Fig. 1: run 1, clock network drawn from the DEF
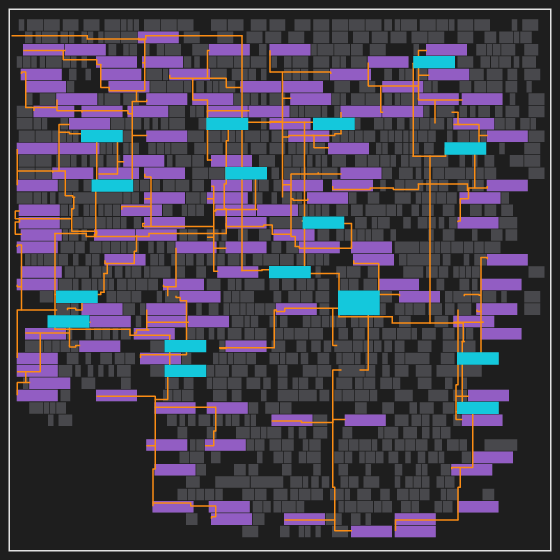
Fig. 2: run 1, M1 wires
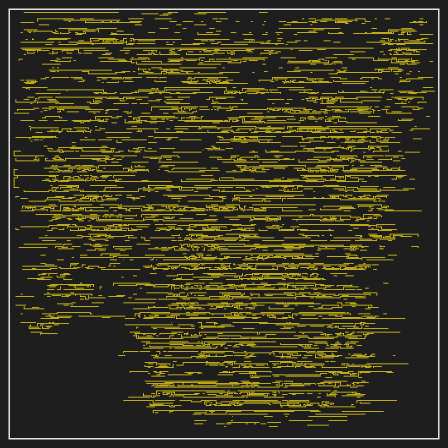
Fig. 3: run 1, sequential cells grouped by signal name
Other sequential cells in the stronger grey, the rest of the logic in the fainter grey.
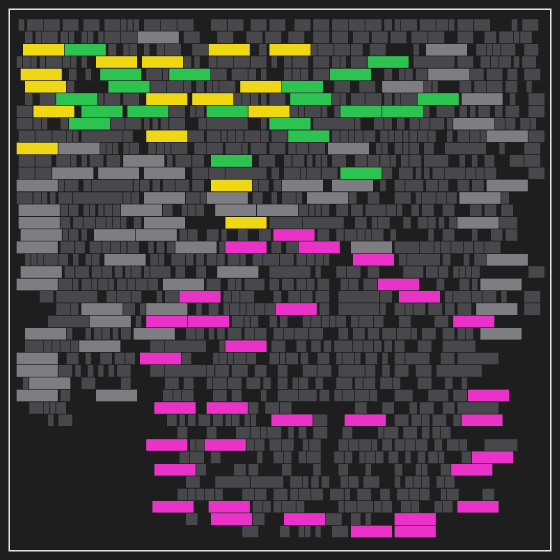
### config.mk
export PLATFORM = sky130hd
export DESIGN_NAME = sd_init_sequencer
export DESIGN_NICKNAME = d
export VERILOG_FILES = /design/src/rtl/sd_ctrl_pkg.sv /design/src/rtl/sd_init_timer.sv /design/src/rtl/sd_init_sequencer.sv
export SDC_FILE = /design/constraint.sdc
export NUM_CORES = 1
export LEC_CHECK = 0
export CORE_UTILIZATION = 56
export CTS_CLUSTER_SIZE = 14
export DETAILED_ROUTE_END_ITERATION = 10
export PLACE_DENSITY = 0.85
export SYNTH_ARGS = -nofsm -noshare
export SYNTH_HDL_FRONTEND = slang
export SYNTH_SLANG_ARGS = --single-unit
### constraint.sdc
create_clock -name wb_clk -period 4.06 [get_ports wb_clk]
set_input_delay 0.609 -clock wb_clk [delete_from_list [all_inputs] [get_ports wb_clk]]
set_output_delay 0.609 -clock wb_clk [all_outputs]
set_load 0.03 [all_outputs]
### src/rtl/sd_ctrl_pkg.sv
// Shared definitions for the SD card-identification sequencer:
// FSM states, command indices, error codes and fixed command arguments.
package sd_ctrl_pkg;

  typedef enum logic [3:0] {
    ST_IDLE,
    ST_POWERUP,
    ST_CMD0,
    ST_CMD8,
    ST_CMD55,
    ST_ACMD41,
    ST_POLL,
    ST_CMD2,
    ST_CMD3,
    ST_CMD7,
    ST_CMD55_BW,
    ST_ACMD6,
    ST_CMD16,
    ST_DONE,
    ST_ERROR
  } state_t;

  typedef enum logic [3:0] {
    ERR_NONE             = 4'd0,
    ERR_CMD8_ECHO        = 4'd1,
    ERR_ACMD41_EXHAUSTED = 4'd2,
    ERR_TIMEOUT          = 4'd3,
    ERR_RESP_INDEX       = 4'd4
  } err_t;

  localparam logic [5:0] CMD0   = 6'd0;
  localparam logic [5:0] CMD2   = 6'd2;
  localparam logic [5:0] CMD3   = 6'd3;
  localparam logic [5:0] CMD7   = 6'd7;
  localparam logic [5:0] CMD8   = 6'd8;
  localparam logic [5:0] CMD16  = 6'd16;
  localparam logic [5:0] CMD55  = 6'd55;
  localparam logic [5:0] ACMD6  = 6'd6;
  localparam logic [5:0] ACMD41 = 6'd41;

  // R2 and R3 responses carry the reserved index 63 instead of the command index
  localparam logic [5:0] RESP_IDX_R2R3 = 6'd63;

  localparam logic [31:0] CMD8_PATTERN     = 32'h0000_01AA;
  localparam logic [31:0] ACMD41_ARG_HCS   = 32'h40FF_8000;
  localparam logic [31:0] ACMD41_ARG_SCS   = 32'h00FF_8000;
  localparam logic [31:0] ACMD6_ARG_4BIT   = 32'd2;
  localparam logic [31:0] CMD16_ARG_BLKLEN = 32'd512;

  // Response index a command must come back with
  function automatic logic [5:0] expected_resp_index(input logic [5:0] idx);
    return (idx == CMD2 || idx == ACMD41) ? RESP_IDX_R2R3 : idx;
  endfunction

endpackage

### src/rtl/sd_init_timer.sv
// Loadable 32-bit down-counter used for the power-up idle and ACMD41 poll gap.
// expired is suppressed in the load cycle so a stale zero never ends a fresh wait.
module sd_init_timer (
  input  logic        clk,
  input  logic        rst_n,
  input  logic        load,
  input  logic [31:0] value,
  output logic        expired
);

  logic [31:0] count;

  // Load on request, otherwise count down and stop at zero
  always_ff @(posedge clk or negedge rst_n) begin
    if (!rst_n) begin
      count <= '0;
    end else if (load) begin
      count <= value;
    end else if (count != '0) begin
      count <= count - 32'd1;
    end
  end

  assign expired = (count == '0) && !load;

endmodule

### src/rtl/sd_init_sequencer.sv
// SD card-identification sequencer: power-up wait, CMD0, CMD8, CMD55/ACMD41
// polling, CMD2, CMD3, CMD7, optional CMD55/ACMD6, CMD16.
// Optional 4-bit bus switch enabled by defining SD_INIT_4BIT_EN.
module sd_init_sequencer
  import sd_ctrl_pkg::*;
#(
  parameter int unsigned POWERUP_CYCLES = 48000,
  parameter int unsigned ACMD41_RETRIES = 1000,
  parameter int unsigned POLL_GAP       = 48000
) (
  input  logic        wb_clk,
  input  logic        wb_rst,
  input  logic        start,
  output logic        cmd_start,
  output logic [5:0]  cmd_index,
  output logic [31:0] cmd_arg,
  input  logic        cmd_busy,
  input  logic        cmd_done,
  input  logic        cmd_timeout,
  input  logic [5:0]  resp_index,
  input  logic [31:0] resp_arg,
  output logic        init_busy,
  output logic        init_done,
  output logic        init_error,
  output logic [3:0]  error_code,
  output logic [15:0] rca,
  output logic        card_hc,
  output logic        fast_clk_sel,
  output logic        bus_4bit
);

  state_t      state;
  state_t      next_state;
  err_t        fail;
  logic        waiting;
  logic        v2;
  logic [31:0] attempts;
  logic [31:0] attempts_inc;
  logic        timer_load;
  logic [31:0] timer_value;
  logic        timer_expired;
  logic [5:0]  issue_index;
  logic [31:0] issue_arg;
  logic        unused_resp_bits;

  assign unused_resp_bits = ^resp_arg[15:8];
  assign attempts_inc     = (attempts == '1) ? attempts : attempts + 32'd1;

  sd_init_timer u_timer (
    .clk     (wb_clk),
    .rst_n   (wb_rst),
    .load    (timer_load),
    .value   (timer_value),
    .expired (timer_expired)
  );

  // Command index and argument for the command state being issued
  always_comb begin
    issue_index = CMD0;
    issue_arg   = '0;
    case (state)
      ST_CMD8:     begin issue_index = CMD8;   issue_arg = CMD8_PATTERN; end
      ST_CMD55,
      ST_CMD55_BW: begin issue_index = CMD55;  issue_arg = {rca, 16'h0}; end
      ST_ACMD41:   begin issue_index = ACMD41; issue_arg = v2 ? ACMD41_ARG_HCS : ACMD41_ARG_SCS; end
      ST_CMD2:     issue_index = CMD2;
      ST_CMD3:     issue_index = CMD3;
      ST_CMD7:     begin issue_index = CMD7;   issue_arg = {rca, 16'h0}; end
      ST_ACMD6:    begin issue_index = ACMD6;  issue_arg = ACMD6_ARG_4BIT; end
      ST_CMD16:    begin issue_index = CMD16;  issue_arg = CMD16_ARG_BLKLEN; end
      default:     ;
    endcase
  end

  // Outcome of a completed command: error classification and successor state
  always_comb begin
    fail       = ERR_NONE;
    next_state = state;
    if (cmd_timeout && state != ST_CMD0 && state != ST_CMD8)
      fail = ERR_TIMEOUT;
    else if (!cmd_timeout && state != ST_CMD0 && resp_index != expected_resp_index(cmd_index))
      fail = ERR_RESP_INDEX;
    else if (state == ST_CMD8 && !cmd_timeout && resp_arg[7:0] != CMD8_PATTERN[7:0])
      fail = ERR_CMD8_ECHO;
    else if (state == ST_ACMD41 && !resp_arg[31] && attempts_inc == 32'(ACMD41_RETRIES))
      fail = ERR_ACMD41_EXHAUSTED;
    case (state)
      ST_CMD0:     next_state = ST_CMD8;
      ST_CMD8:     next_state = ST_CMD55;
      ST_CMD55:    next_state = ST_ACMD41;
      ST_ACMD41:   next_state = resp_arg[31] ? ST_CMD2 : ST_POLL;
      ST_CMD2:     next_state = ST_CMD3;
      ST_CMD3:     next_state = ST_CMD7;
`ifdef SD_INIT_4BIT_EN
      ST_CMD7:     next_state = ST_CMD55_BW;
      ST_CMD55_BW: next_state = ST_ACMD6;
      ST_ACMD6:    next_state = ST_CMD16;
`else
      ST_CMD7:     next_state = ST_CMD16;
`endif
      ST_CMD16:    next_state = ST_DONE;
      default:     ;
    endcase
  end

  // Main sequencer: issue/wait handshake per command, waits, result capture
  always_ff @(posedge wb_clk or negedge wb_rst) begin
    if (!wb_rst) begin
      state        <= ST_IDLE;
      waiting      <= 1'b0;
      v2           <= 1'b0;
      attempts     <= '0;
      timer_load   <= 1'b0;
      timer_value  <= '0;
      cmd_start    <= 1'b0;
      cmd_index    <= '0;
      cmd_arg      <= '0;
      init_busy    <= 1'b0;
      init_done    <= 1'b0;
      init_error   <= 1'b0;
      error_code   <= '0;
      rca          <= '0;
      card_hc      <= 1'b0;
      fast_clk_sel <= 1'b0;
      bus_4bit     <= 1'b0;
    end else begin
      cmd_start  <= 1'b0;
      timer_load <= 1'b0;
      case (state)
        ST_IDLE, ST_DONE, ST_ERROR: begin
          if (start) begin
            state        <= ST_POWERUP;
            waiting      <= 1'b0;
            v2           <= 1'b0;
            attempts     <= '0;
            timer_load   <= 1'b1;
            timer_value  <= 32'(POWERUP_CYCLES);
            init_busy    <= 1'b1;
            init_done    <= 1'b0;
            init_error   <= 1'b0;
            error_code   <= '0;
            rca          <= '0;
            card_hc      <= 1'b0;
            fast_clk_sel <= 1'b0;
            bus_4bit     <= 1'b0;
          end
        end
        ST_POWERUP: if (timer_expired) state <= ST_CMD0;
        ST_POLL:    if (timer_expired) state <= ST_CMD55;
        default: begin
          if (!waiting) begin
            if (!cmd_busy) begin
              cmd_start <= 1'b1;
              cmd_index <= issue_index;
              cmd_arg   <= issue_arg;
              waiting   <= 1'b1;
            end
          end else if (cmd_done) begin
            waiting <= 1'b0;
            if (fail != ERR_NONE) begin
              state      <= ST_ERROR;
              error_code <= fail;
              init_busy  <= 1'b0;
              init_error <= 1'b1;
            end else begin
              state <= next_state;
              case (state)
                ST_CMD8: v2 <= !cmd_timeout;
                ST_ACMD41: begin
                  if (resp_arg[31]) begin
                    card_hc <= resp_arg[30];
                  end else begin
                    attempts    <= attempts_inc;
                    timer_load  <= 1'b1;
                    timer_value <= 32'(POLL_GAP);
                  end
                end
                ST_CMD3: rca <= resp_arg[31:16];
`ifdef SD_INIT_4BIT_EN
                ST_ACMD6: bus_4bit <= 1'b1;
`endif
                ST_CMD16: begin
                  fast_clk_sel <= 1'b1;
                  init_busy    <= 1'b0;
                  init_done    <= 1'b1;
                end
                default: ;
              endcase
            end
          end
        end
      endcase
    end
  end

endmodule
==> flow_summary.yaml, run 1 <==
# synthesis and place-and-route metrics
clock_tree:
  cts-resized-gates: 0
  worst_setup_hold_path_clk_slew_ps: 60
  cts_buffer_depth: 2
  cts_num_sinks: 122
  tritoncts: "yes"
  cts_h_tree_lvls: 4
  clockRootBuffer: "clkbuf_16"
  post-cts-setup-buffer-count: 0
  clk_latency_ps: 430
  total_cts_buffers: 17
routing:
  drt_pre_antenna_iters: 6
  drc: 0
  wl_per_cell_um: 18.6
  wl_met1_um: 9120
  routed.top_layer: "met4"
  drt-vias-per-instance: 6.37
  dr_wl_met3_um: 1530
  residual_antenna_violating_net_count_after_detailed_routing: 0
pwr:
  power_frac_seq: 0.308
  net-switching-power_mw: 2.52
  vdd_drop_max_mv: 0.465
  pnr_total_power_mw: 5.87
  comb_power_share: 0.432
  cell_internal_pwr_mw: 3.35
  powerDensity_nw_per_um2: 626
  swShare: 0.430
  power.largest_group: "combinational cells"
  pwr.group.combinational_mw: 2.53
  total_clock_network_power_mw: 1.53
synthesis:
  synth_top_flop_cell: "dfrtp_1"
  number_of_distinct_library_cells_after_synthesis: 78
  synth.most_common_cell: "dfrtp_1"
  yosys.area_share.simple: 0.248
  synth_logic_family: "simple AND/OR/NAND/NOR gates"
  yosysWarnings: 0
  yosysTopAreaCell: "dfrtp_1"
  chip_area_estimate_from_yosys_synthesis_um2: 7650
  synth-adder-area-share: 0.00327
  enable_flop_cells: 0
  ys_sh_aoi: 0.220
  yosys.area_share.xor_xnor: 0.0389
  area_share_of_the_leading_cell_type_in_the_synthesized_netlist: 0.399
  share_of_synthesized_area_spent_on_multiplexers: 0.0262
  syn-instance-count: 900
  synth_seq_share: 0.399
  syn-cell-area_um2: 7650
finish:
  finish.cell_count_without_fillers: 1168
  mostFrequentLayoutCells: "dfrtp_1, nand2_1, clkdlybuf4s50_1"
  biggestRegsByFlops: "attempts x32, u_timer.count x32, cmd_arg x20"
  insertedDiodeCount: 0
  final_area_um2: 9370
  buffer_area_frac: 0.134
  logic_area_um2: 4170
  area_share_clock_buf_inv: 0.0635
  non_clock_buffers: 130
  logic_gate_fraction_of_the_total_cell_area: 0.445
  n_fill_cell: 1004
  area.growth.synth_to_final_pct: 22.4
  layout.cells.largest_class: "combinational gates"
  nMultiInputCombCells: 688
  finalNetCount: 1025
  seq_area_um2: 3050
  drive_gt1_frac: 0.108
  seq_area_frac: 0.326
  post-route-util: 0.704
  layout_top_cell_excl_fill_tap: "dfrtp_1"
final_timing:
  setup_violations: 0
  timing.final.crit_period_ps: 3850
  grt_setup_unrepaired: "false"
  worst_pin_slew_ps: 918
  hold_violations: 0
  fin_crit_sh: 0.948
  final_max_slew_viol_count: 0
  timing.fmax_mhz: 260
  maxSlewHeadroom: 0.388
  holdWs_ps: 185
  finalSetupTns_ps: 0
  final.setup.worst_slack_ps: 210
place:
  placed_area_um2: 8770
  globalplace.congestion: 0.954
  pre_cts_ws_ps: 201
  detailed_place_hpwl_um: 14300
  numPortBuffers: 89
floorplanning:
  die_area_um2: 14100
  die.size.y_um: 119
  area_of_the_placeable_core_um2: 13300
  die_w_um: 119
  fp_util: 0.576
  std_cell_rows: 42
  ios: 109
setup_path:
  worstSetupStartpoint: "attempts[20]"
  most_common_cell_type_on_the_critical_path: "or4_4"
  startpoint_type: "flop"
  r2r_end: "attempts[20]"
  regToRegStartpoint: "attempts[20]"
  timing.critical_path.to_type: "flop"
  worst_r2r_path_depth: 10
  path_buffers: 1
  worst-r2r-setup-slack_ps: 210
  cp_max_fo: 10
  slowest_stage_cell_crit_path: "or4_4"
  critPathTopFamily: "simple AND/OR/NAND/NOR gates"
  critPathArrivalTime_ps: 4180
  path_depth: 10
  timing_worst_setup_path_type: "reg2reg"
  cpPeakStageDelay_ps: 600
  endpoint: "attempts[20]"
  timing.critical_path.cells: "nand4_1 -> or4_4 -> or4_4 -> a211o_1 -> a21bo_1 -> nor4_2 -> a21o_2 -> nand2b_1 -> buf_4 -> a31oi_1"
global_route:
  antenna_found_initial: 0
  grt_first_pass_wirelength_um: 35500
  grt_overflow_total: 0
  grt_pass1_vias: 7011
  busiest_layer: "met2"
  use_met3: 0.0603
  globalRouteTotalUtil: 0.317
  largest_net_degree_at_the_start_of_global_routing: 77
worst_hold_path:
  holdCritPathClass: "in2async"
run_status:
  status: "finished, final reports clean"
flow_run:
  maxCapViolations: 0
  log.warning_count: 34
Back to the opening pictures, Fig. 1:
[purple] flip-flops | count: 122
[orange] clock wires | length: 1,630 um
[cyan] clock drivers | count: 17
flops lie: spread over the die
routed clock nets: 18
clock skew after layout: 13.5 ps
fraction of power consumed by the clock network: 0.260

Back to the opening pictures, Fig. 2:
nets with wire on the layer: 942
share of all routed wire: 42%
wire length on this layer: 9,120 um
total wirelength of the detailed-routed design: 21,800 um
total number of vias: 7,435
grt met1 use: 0.426

Back to the opening pictures, Fig. 3:
[green] cmd_arg | flops: 20
[magenta] attempts | flops: 32
[yellow] rca | flops: 16
not coloured: 54

--- run 2 (diff from run 1) ---
--- a/config.mk
+++ b/config.mk
@@ -8,6 +8,7 @@
 export CORE_UTILIZATION = 56
 export CTS_CLUSTER_SIZE = 14
 export DETAILED_ROUTE_END_ITERATION = 10
+export HOLD_SLACK_MARGIN = 0.02
 export PLACE_DENSITY = 0.85
 export SYNTH_ARGS = -nofsm -noshare
 export SYNTH_HDL_FRONTEND = slang
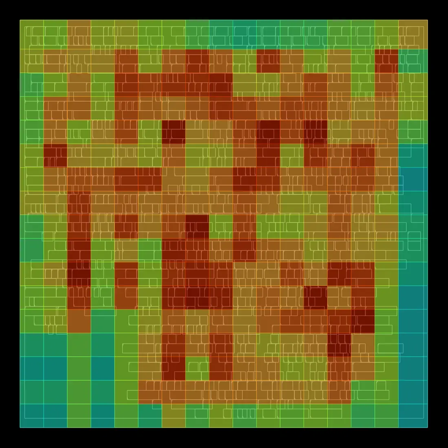
Fig. 4. Congestion heat map (run 2).
GR Layer Usage met2: 0.492
GRT Total Usage: 0.317
gr busiest metal: met2
fin util: 0.704
met3 global-route usage: 0.0603

==> run 2 against run 1 <==
Area after synthesis did not move. Fmax unchanged. Clock skew stayed put. Sequential power is essentially flat. Setup slack did not move. Cell count stayed put. Highest routed layer unchanged.
==> flow_summary.yaml, run 2 <==
# synthesis and place-and-route metrics
setup_path:
  worst-r2r-setup-slack_ps: 210
  regToRegStartpoint: "attempts[20]"
  critPathArrivalTime_ps: 4180
  slowest_stage_cell_crit_path: "or4_4"
  critPathTopFamily: "simple AND/OR/NAND/NOR gates"
  cpPeakStageDelay_ps: 600
  worst_r2r_path_depth: 10
  timing.critical_path.to_type: "flop"
  path_depth: 10
  timing.critical_path.cells: "nand4_1 -> or4_4 -> or4_4 -> a211o_1 -> a21bo_1 -> nor4_2 -> a21o_2 -> nand2b_1 -> buf_4 -> a31oi_1"
pwr:
  powerDensity_nw_per_um2: 626
  cell_internal_pwr_mw: 3.35
  vdd_drop_max_mv: 0.465
  net-switching-power_mw: 2.52
  power_frac_seq: 0.308
  pwr.group.combinational_mw: 2.53
  power.largest_group: "combinational cells"
  swShare: 0.430
  pnr_total_power_mw: 5.87
routing:
  routed.top_layer: "met4"
  residual_antenna_violating_net_count_after_detailed_routing: 0
  wl_per_cell_um: 18.6
  wl_met1_um: 9120
  postRouteWirelength_um: 21800
  drc: 0
  dr_wl_met3_um: 1530
floorplanning:
  die.size.y_um: 119
  fp_util: 0.576
finish:
  seq_area_frac: 0.326
  drive_gt1_frac: 0.108
  area_share_clock_buf_inv: 0.0635
  logic_gate_fraction_of_the_total_cell_area: 0.445
  insertedDiodeCount: 0
  area.growth.synth_to_final_pct: 22.4
  non_clock_buffers: 130
  n_fill_cell: 1004
  finish.cell_count_without_fillers: 1168
  final_area_um2: 9370
  buffer_area_frac: 0.134
clock_tree:
  worst_setup_hold_path_clk_slew_ps: 60
  clockRootBuffer: "clkbuf_16"
  cts-resized-gates: 0
  total_cts_buffers: 17
  post-cts-setup-buffer-count: 0
final_timing:
  hold_violations: 0
  timing.fmax_mhz: 260
  worst_pin_slew_ps: 918
  setup_violations: 0
  maxSlewHeadroom: 0.388
  grt_setup_unrepaired: "false"
  timing.final.crit_period_ps: 3850
  finalSetupTns_ps: 0
  holdWs_ps: 185
synthesis:
  enable_flop_cells: 0
  yosys.area_share.simple: 0.248
  synth-adder-area-share: 0.00327
  synth_logic_family: "simple AND/OR/NAND/NOR gates"
  number_of_distinct_library_cells_after_synthesis: 78
  synth.most_common_cell: "dfrtp_1"
  yosysWarnings: 0
  synth_top_flop_cell: "dfrtp_1"
  ys_sh_aoi: 0.220
  syn-cell-area_um2: 7650
global_route:
  grt_first_pass_wirelength_um: 35500
  grt_pass1_vias: 7011
  antenna_found_initial: 0
  largest_net_degree_at_the_start_of_global_routing: 77
run_status:
  status: "finished, final reports clean"
place:
  numPortBuffers: 89
  placed_area_um2: 8770
  detailed_place_hpwl_um: 14300
  globalplace.congestion: 0.954
worst_hold_path:
  holdCritPathClass: "in2async"
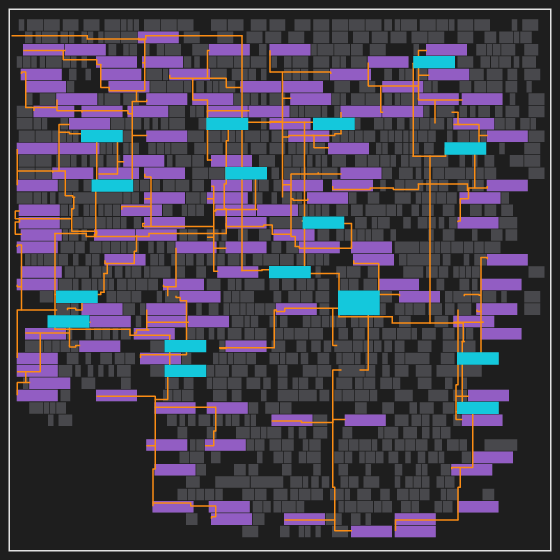
Fig. 5. Clock network drawn from the DEF (run 2).
[orange] clock wires | length: 1,630 um
[cyan] clock drivers | count: 17
[purple] flip-flops | count: 122
flops lie: spread over the die
Latency at later pin: 430 ps
total clock network power: 1.53 mW

Fig. 6: run 2, wires at chosen ports, followed through buffers
The bar under the picture is 20 um long.
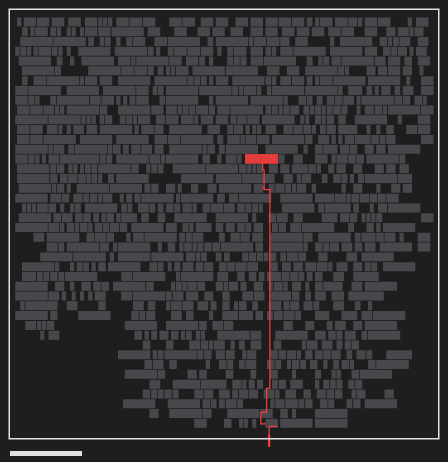

--- run 3 (diff from run 2) ---
--- a/config.mk
+++ b/config.mk
@@ -5,11 +5,12 @@
 export SDC_FILE = /design/constraint.sdc
 export NUM_CORES = 1
 export LEC_CHECK = 0
-export CORE_UTILIZATION = 56
+export CORE_UTILIZATION = 34
 export CTS_CLUSTER_SIZE = 14
 export DETAILED_ROUTE_END_ITERATION = 10
 export HOLD_SLACK_MARGIN = 0.02
-export PLACE_DENSITY = 0.85
+export PLACE_DENSITY = 0.57
+export SLEW_MARGIN = 15
 export SYNTH_ARGS = -nofsm -noshare
 export SYNTH_HDL_FRONTEND = slang
 export SYNTH_SLANG_ARGS = --single-unit
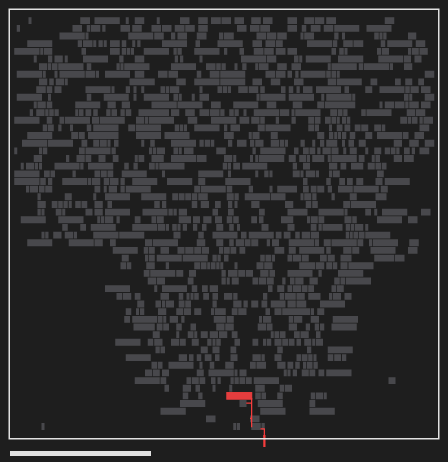
Fig. 7. Wires at chosen ports, followed through buffers (run 3).
The bar under the picture is 50 um long.
[red] init_done | bits: 1 | direction: output | end cells: 1 | buffers: 1 | wire: 16.8 um

==> run 3 against run 2 <==
Sequential power about the same. Setup slack improved by 180 ps. Worst hold slack worse by 95 ps. The run now ends with design-rule violations left.
==> flow_summary.yaml, run 3 <==
# synthesis and place-and-route metrics
synthesis:
  synth.most_common_cell: "dfrtp_1"
  yosysWarnings: 0
  synth_logic_family: "simple AND/OR/NAND/NOR gates"
  syn-cell-area_um2: 7650
  yosys.area_share.simple: 0.248
  synth-adder-area-share: 0.00327
  synth_flops: 122
  share_of_synthesized_area_spent_on_multiplexers: 0.0262
  number_of_distinct_library_cells_after_synthesis: 78
  enable_flop_cells: 0
  mean_post_synth_cell_area_um2: 8.50
  yosys.area_share.xor_xnor: 0.0389
  yosysTopAreaCell: "dfrtp_1"
  ys_sh_aoi: 0.220
  synth_top_flop_cell: "dfrtp_1"
routing:
  dr_wl_met3_um: 774
  wl_met1_um: 10800
  routed.top_layer: "met4"
  routed_met2_length_um: 10400
  wl_per_cell_um: 17.5
  residual_antenna_violating_net_count_after_detailed_routing: 0
  drt_pre_antenna_iters: 10
  drc: 8
  postRouteWirelength_um: 22500
clock_tree:
  worst_setup_hold_path_clk_slew_ps: 60
  cts-resized-gates: 0
  clk_latency_ps: 430
  total_cts_buffers: 17
  post-cts-setup-buffer-count: 0
  clockRootBuffer: "clkbuf_16"
setup_path:
  r2r_end: "rca[11]"
  slowest_stage_cell_crit_path: "or4_4"
  cp_max_fo: 17
  critPathArrivalTime_ps: 3960
  worst-r2r-setup-slack_ps: 390
  worst_r2r_path_depth: 10
  timing.critical_path.to_type: "flop"
  regToRegStartpoint: "attempts[18]"
  critPathTopFamily: "simple AND/OR/NAND/NOR gates"
  timing.critical_path.cells: "nand4_4 -> or4_4 -> or4_4 -> a211o_1 -> a2111oi_4 -> nand4b_2 -> o2111ai_2 -> buf_12 -> mux2i_1 -> o21ai_1"
  cpPeakStageDelay_ps: 590
  path_depth: 10
finish:
  non_clock_buffers: 144
  area_share_clock_buf_inv: 0.0655
  buffer_area_frac: 0.140
  area.growth.synth_to_final_pct: 25.8
  final_area_um2: 9630
  finish.cell_count_without_fillers: 1286
  drive_gt1_frac: 0.120
  logic_gate_fraction_of_the_total_cell_area: 0.433
  layout.cells.largest_class: "combinational gates"
  n_fill_cell: 2149
  insertedDiodeCount: 0
place:
  globalplace.congestion: 0.856
  detailed_place_hpwl_um: 15600
  placed_area_um2: 8990
  pre_cts_ws_ps: 358
  numPortBuffers: 89
global_route:
  busiest_layer: "met2"
  grt_pass1_vias: 6673
  met2_usage: 0.320
  globalRouteTotalUtil: 0.198
  grt_first_pass_wirelength_um: 36500
  use_met3: 0.0311
  antenna_found_initial: 0
  grt_overflow_total: 0
  largest_net_degree_at_the_start_of_global_routing: 101
floorplanning:
  ios: 109
  die.size.y_um: 152
  fp_util: 0.349
  die_area_um2: 23100
pwr:
  vdd_drop_max_mv: 0.338
  swShare: 0.417
  power.largest_group: "combinational cells"
  powerDensity_nw_per_um2: 616
  pnr_total_power_mw: 5.93
  power_frac_seq: 0.302
  total_clock_network_power_mw: 1.64
  pwr.group.combinational_mw: 2.50
  net-switching-power_mw: 2.47
  cell_internal_pwr_mw: 3.45
run_status:
  status: "finished with violations"
  violations: "design-rule violations"
worst_hold_path:
  holdCritPathClass: "in2async"
final_timing:
  timing.fmax_mhz: 272
  timing.final.crit_period_ps: 3670
  worst_pin_slew_ps: 802
  holdWs_ps: 90.6
  finalSetupTns_ps: 0
  setup_violations: 0
  maxSlewHeadroom: 0.464
  hold_violations: 0
  grt_setup_unrepaired: "false"
flow_run:
  maxCapViolations: 0
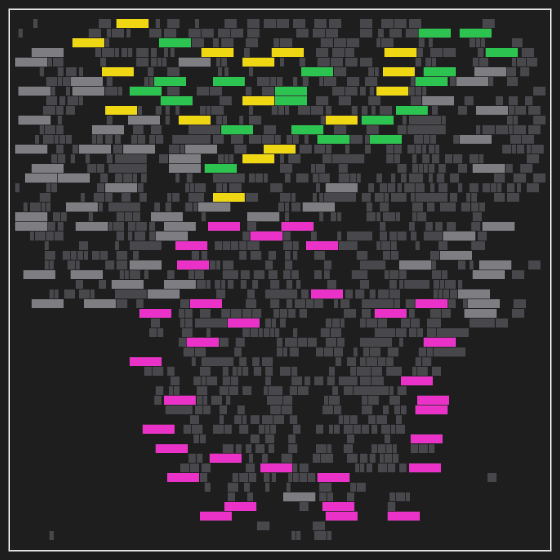
Fig. 8. Sequential cells grouped by signal name (run 3).
Other sequential cells in the stronger grey, the rest of the logic in the fainter grey.
[yellow] rca | flops: 16
[magenta] attempts | flops: 32
[green] cmd_arg | flops: 20
not coloured: 54
seq pwr: 1.79 mW
register share of the cell area: 0.317
FF+latch area: 3050 um2
fin util: 0.438

Power figures rest on the tool's default switching activity, not on a simulated workload.
